**config.mk**
```make
export PLATFORM = sky130hd
export DESIGN_NAME = channel_select_mux
export DESIGN_NICKNAME = d
export VERILOG_FILES = /design/src/rtl/mux_pkg.sv /design/src/rtl/rr_picker.sv /design/src/rtl/channel_select_mux.sv
export SDC_FILE = /design/constraint.sdc
export NUM_CORES = 1
export LEC_CHECK = 0
export ABC_AREA = 1
export CAP_MARGIN = 40
export CORE_MARGIN = 1.5
export CORE_UTILIZATION = 41
export CTS_CLUSTER_DIAMETER = 60
export CTS_CLUSTER_SIZE = 30
export DETAILED_ROUTE_END_ITERATION = 7
export GPL_ROUTABILITY_DRIVEN = 0
export PLACE_DENSITY = 0.8
export SLEW_MARGIN = 20
export SYNTH_ARGS = -nofsm -noshare
export SYNTH_HDL_FRONTEND = slang
export SYNTH_SLANG_ARGS = --single-unit
```
**constraint.sdc**
```tcl
create_clock -name clk -period 3.4 [get_ports clk]
set_clock_uncertainty 0.15 [all_clocks]
set_input_delay 0.68 -clock clk [delete_from_list [all_inputs] [get_ports clk]]
set_output_delay 0.68 -clock clk [all_outputs]
set_load 0.01 [all_outputs]
```
**src/rtl/mux_pkg.sv**
```systemverilog
// Shared definitions for the registered N-channel select multiplexer.
package mux_pkg;

    // Values of the mode input.
    localparam logic MODE_ADDRESSED   = 1'b0;
    localparam logic MODE_ROUND_ROBIN = 1'b1;

    // The output holding register is either empty or holds one word.
    typedef enum logic {
        StEmpty = 1'b0,
        StFull  = 1'b1
    } state_e;

endpackage : mux_pkg

```
**src/rtl/rr_picker.sv**
```systemverilog
// Combinational rotating-priority selector: the first asserted request at or after ptr wins.
module rr_picker #(
    parameter int unsigned CHANNELS = 4,
    parameter int unsigned ADDR_W   = $clog2(CHANNELS)
) (
    input  logic [CHANNELS-1:0] req,
    input  logic [ADDR_W-1:0]   ptr,
    output logic                grant_valid,
    output logic [ADDR_W-1:0]   grant_idx
);

    logic [ADDR_W-1:0] scan_idx;

    // Scan ptr, ptr+1, ... ; CHANNELS is a power of two so ADDR_W arithmetic wraps for free.
    always_comb begin
        grant_valid = 1'b0;
        grant_idx   = '0;
        scan_idx    = '0;
        for (int k = 0; k < int'(CHANNELS); k++) begin
            scan_idx = ptr + ADDR_W'(k);
            if (!grant_valid && req[scan_idx]) begin
                grant_valid = 1'b1;
                grant_idx   = scan_idx;
            end
        end
    end

endmodule : rr_picker

```
**src/rtl/channel_select_mux.sv**
```systemverilog
// Registered N:1 channel multiplexer with valid/ready on every input and on the output.
// Supports addressed selection and round-robin arbitration.
module channel_select_mux
    import mux_pkg::*;
#(
    parameter int unsigned WIDTH    = 8,
    parameter int unsigned CHANNELS = 4,
    localparam int unsigned ADDR_W  = $clog2(CHANNELS)
) (
    input  logic                      clk,
    input  logic                      reset_n,
    input  logic                      mode,
    input  logic [ADDR_W-1:0]         address,
    input  logic [CHANNELS*WIDTH-1:0] in_data,
    input  logic [CHANNELS-1:0]       in_valid,
    output logic [CHANNELS-1:0]       in_ready,
    output logic [WIDTH-1:0]          out_data,
    output logic [ADDR_W-1:0]         out_channel,
    output logic                      out_valid,
    input  logic                      out_ready
);

    state_e            state_q, state_d;
    logic [WIDTH-1:0]  out_data_q;
    logic [ADDR_W-1:0] out_channel_q;
    logic [ADDR_W-1:0] rr_ptr_q;

    logic              rr_grant_valid;
    logic [ADDR_W-1:0] rr_grant_idx;
    logic              sel_valid;
    logic [ADDR_W-1:0] sel_idx;
    logic [WIDTH-1:0]  sel_word;
    logic              can_load;
    logic              in_xfer;
    logic              out_xfer;

    rr_picker #(
        .CHANNELS (CHANNELS),
        .ADDR_W   (ADDR_W)
    ) u_rr_picker (
        .req         (in_valid),
        .ptr         (rr_ptr_q),
        .grant_valid (rr_grant_valid),
        .grant_idx   (rr_grant_idx)
    );

    assign out_valid = (state_q == StFull);
    assign out_xfer  = out_valid && out_ready;
    // A new word may enter when the register is empty or is being drained this cycle.
    assign can_load  = !out_valid || out_ready;

    // Mode mux: pick the candidate channel and whether it may be granted.
    always_comb begin
        sel_valid = 1'b0;
        sel_idx   = '0;
        if (mode == MODE_ROUND_ROBIN) begin
            sel_valid = rr_grant_valid;
            sel_idx   = rr_grant_idx;
        end else begin
            // An idle addressed channel blocks the grant even if others are valid.
            sel_valid = in_valid[address];
            sel_idx   = address;
        end
    end

    // One-hot ready to the granted channel only; held low while in reset.
    always_comb begin
        in_ready = '0;
        if (reset_n && can_load && sel_valid) begin
            in_ready[sel_idx] = 1'b1;
        end
    end

    assign in_xfer = |(in_valid & in_ready);

    // Extract the granted channel's word from the packed input bus.
    always_comb begin
        sel_word = '0;
        for (int i = 0; i < int'(CHANNELS); i++) begin
            if (ADDR_W'(i) == sel_idx) begin
                sel_word = in_data[i*WIDTH +: WIDTH];
            end
        end
    end

    // Next-state logic for the output register occupancy.
    always_comb begin
        state_d = state_q;
        unique case (state_q)
            StEmpty: begin
                if (in_xfer) begin
                    state_d = StFull;
                end
            end
            StFull: begin
                // Simultaneous drain and load keeps the register full.
                if (out_xfer && !in_xfer) begin
                    state_d = StEmpty;
                end
            end
        endcase
    end

    // State register.
    always_ff @(posedge clk or negedge reset_n) begin
        if (!reset_n) begin
            state_q <= StEmpty;
        end else begin
            state_q <= state_d;
        end
    end

    // Output holding register; loads only on an input transfer, otherwise stable.
    always_ff @(posedge clk or negedge reset_n) begin
        if (!reset_n) begin
            out_data_q    <= '0;
            out_channel_q <= '0;
        end else if (in_xfer) begin
            out_data_q    <= sel_word;
            out_channel_q <= sel_idx;
        end
    end

    // Round-robin pointer moves past the winner; addressed transfers leave it alone.
    always_ff @(posedge clk or negedge reset_n) begin
        if (!reset_n) begin
            rr_ptr_q <= '0;
        end else if (in_xfer && (mode == MODE_ROUND_ROBIN)) begin
            rr_ptr_q <= sel_idx + ADDR_W'(1);
        end
    end

    assign out_data    = out_data_q;
    assign out_channel = out_channel_q;

endmodule : channel_select_mux
```
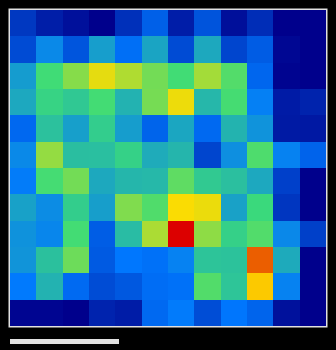
(images/route_heat.png)
Scale bar: 20 um. 12 x 12 tiles, from dark blue (low) to red (high), scaled to the fullest tile. Values are wire area over tile area, all layers added.
The fullest tile reaches 0.56. The densest ninth of the die: centre. 10% of the tiles are nearly empty. The mean over all tiles is 0.18.
Vias: 1562
Avg WL per Cell: 11.7 um

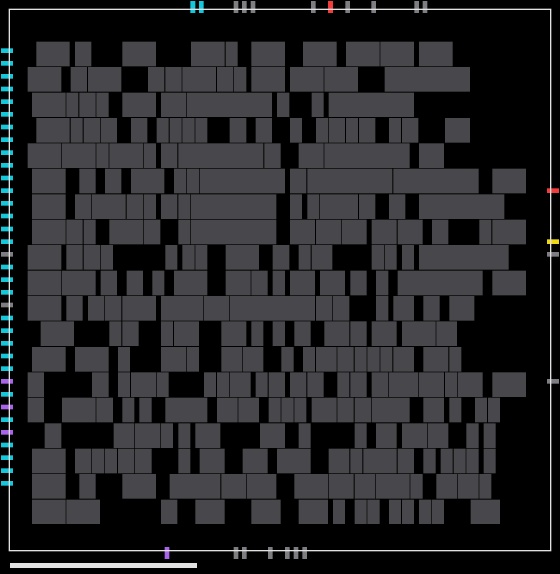
(images/pinout.png)
Scale bar: 20 um. Pins as bars across the die edge, other pins in grey.
Cyan stands for `in_data`, pins 32, direction input, edge 30 west, 2 north. Red stands for `out_channel`, pins 2, direction output, edge 1 north, 1 east. Purple stands for `in_ready`, pins 4, direction output, edge 3 west, 1 south. Yellow stands for `out_valid`, pins 1, direction output, edge east.
Die X: 57.7 um
input/output buffers: 56

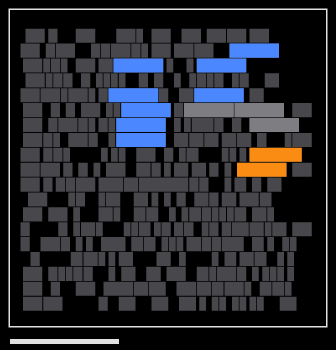
(images/ff_map.png)
Scale bar: 20 um. Other sequential cells in the stronger grey, the rest of the logic in the fainter grey.
Orange stands for `rr_ptr_q`, placed flops 2. Blue stands for `out_data`, placed flops 8, where north.
Another 3 sequential cells are not coloured.

==> run_results.csv <==
group,metric,value,unit
finish,layout.area.comb,797,um2
critical_path,endpoint,"in_ready[2]",
synthesis,ys_cells,199,
die,rows,19,
synthesis,yosys_area,1230,um2
routing,drc,4,
finish,n_all_inverters,21,
synthesis,aoi_share,0.147,
timing,layout_setup_ws,0.120,ns
cts,cts_buffer_depth,2,
pwr,p_seq_frac,0.190,
critical_path,critPathKind,"in2out",
critical_path,arrival,2.45,ns
grt,grt_start_max_net_pins,18,
placement,place_ws,-0.509,ns
routing,via_per_inst,5.07,
finish,largest_register_ffs,8,
finish,seq_area,327,um2
grt,grt_use_met2,0.375,
timing,finalSetupViolCount,0,
hold_path,worstHoldPathType,"reg2reg",
grt,overflow,0,
timing,finalHoldViolations,0,
routing,ant_nets,0,
synthesis,ys_ff,13,
critical_path,reg2reg_slack,0.59,ns
die,chipArea,3330,um2
finish,comb_area_share,0.396,
finish,area_share_clock_buf_inv,0.0131,
grt,met3_usage,0.0513,
finish,seq_area_frac,0.162,
timing,fin_crit,3.28,ns
pwr,p_comb_frac,0.746,
hold_path,holdPathEnd,"out_data[5]$_DFFE_PN0P_",
synthesis,ys_types,23,
timing,slew_headroom,0.846,
status,violations,"DRC",
synthesis,synth_adder_area_share,0.0407,
pwr,pwr-share-clk,0.064,
die,tap_cells,31,
cts,post_cts_resized,13,
finish,finalInstanceArea,2010,um2
finish,signal_buffers,83,
finish,buffer_area_frac,0.367,
finish,n_antenna_cell,0,
synthesis,postSynthSeqShare,0.265,
status,status,"finished with violations",
cts,clk_latency,0.27,ns
critical_path,required,2.57,ns
grt,antenna_found_initial,0,
synthesis,syn_inst,199,
cts,cts_setup_buffers,0,
finish,lay_top_count,"nand2_1",
routing,dr.max_layer_used,"met4",
routing,wl_met2,1.64,mm
synthesis,ys_sh_simple,0.426,
timing,tightest_slew,0.230,ns
grt,grt_busiest_layer,"met2",
cts,cts.clk_slew.worst_paths,0.07,ns
hold_path,hold_path.startpoint,"out_data[5]$_DFFE_PN0P_",
pwr,worst_ir_drop_vdd,0.000363,V
timing,finalCritPeriodShare,0.965,
critical_path,reg2reg_to,"out_data[0]$_DFFE_PN0P_",
synthesis,topCombFamilyByArea,"simple AND/OR/NAND/NOR gates",
critical_path,startpoint,"in_valid[2]",
pwr,swShare,0.475,
synthesis,fp_nets,245,
cts,cts_root_buf,"clkbuf_4",
pwr,powerDensity,728,nW/um2
die,initial_core_util,0.438,
pwr,p_total,1.47,mW
grt,grt_pass1_vias,1495,
die,coreArea,2810,um2
finish,logic_gates,156,
pwr,p_switching,0.696,mW
cts,cts_max_level,1,
finish,top_area_cell_class,"multi-input combinational cells",
finish,area_growth,63.8,%
critical_path,cp-start-kind,"primary input",
cts,cts_tree,"yes",
synthesis,mux_share,0,
critical_path,critPathMaxFanout,4,
routing,dr.pass1.iters,6,
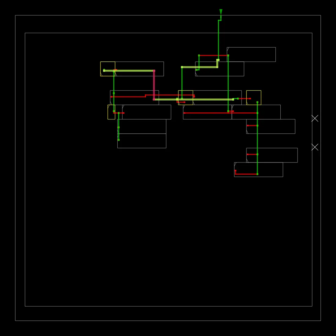
(images/clock_nets.png)
# clock sinks: 13
final-layout clock buffer total: 4
num sequential: 13
Clk. pwr: 0.0932 mW

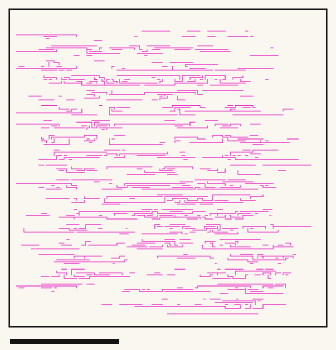
(images/m1.png)
Scale bar: 20 um.
The layer carries 1660 um of wire. 274 nets have wire on it. The wires run mostly horizontal. The longest straight run is 17.5 um. The layer holds 46% of the routed length.
final WL: 3.61 mm
GR Util met1: 0.317

==> cells in the mapped netlist (all sizes together) <==
| cell type | instances | area, um2 |
|---|---|---|
| a21oi | 9 | 45.0 |
| buf | 4 | 45.0 |
| clkbuf | 5 | 18.8 |
| clkinv | 1 | 3.75 |
| dfrtp | 13 | 325 |
| ha | 4 | 50.1 |
| inv | 20 | 82.6 |
| nand2 | 77 | 309 |
| nand3 | 29 | 150 |
| nand4 | 5 | 31.3 |
| nor2 | 6 | 32.5 |
| o211ai | 1 | 7.51 |
| o21a | 1 | 7.51 |
| o21ai | 24 | 120 |
==> through the flow <==
step / util / instances / TNS, ns / hold WS, ns
final: 0.718 / 308 / 0 / 0.374
after global routing: 0.718 / 308 / -0.00258 / 0.418
after CTS: 0.709 / 307 / 0 / 0.374
after detailed placement: 0.698 / 303 / -2.06 / 0.354
after global placement: 0.698 / 303 / -1.74 / 0.348
after floorplan: - / 199 / 0 / 0.234
==> critical path: stages <==
cell and delay (ns):
dlygate4sd2_1 0.27, nand2_1 0.10, nand2_2 0.07, nand2_2 0.07, nand2_2 0.07, nor2_4 0.13, nand2_2 0.08, o21ai_1 0.13
o21ai_0 0.08, o21ai_1 0.13, buf_4 0.18, ha_1 0.17, inv_1 0.06, nor2_1 0.10, clkbuf_2 0.14
==> power by group through the flow <==
| stage | sequential (mW) | combinational [mW] | clock [mW] |
|---|---|---|---|
| 2_1_floorplan | 0.282 | 0.620 | 0 |
| 3_3_place_gp | 0.278 | 1.04 | 0 |
| 3_5_place_dp | 0.280 | 1.05 | 0 |
| 4_1_cts | 0.279 | 1.06 | 0.0949 |
| 5_1_grt | 0.290 | 1.23 | 0.105 |
| 6_report | 0.279 | 1.09 | 0.0932 |
No activity file was given, so power comes from the tool's default toggle rates.
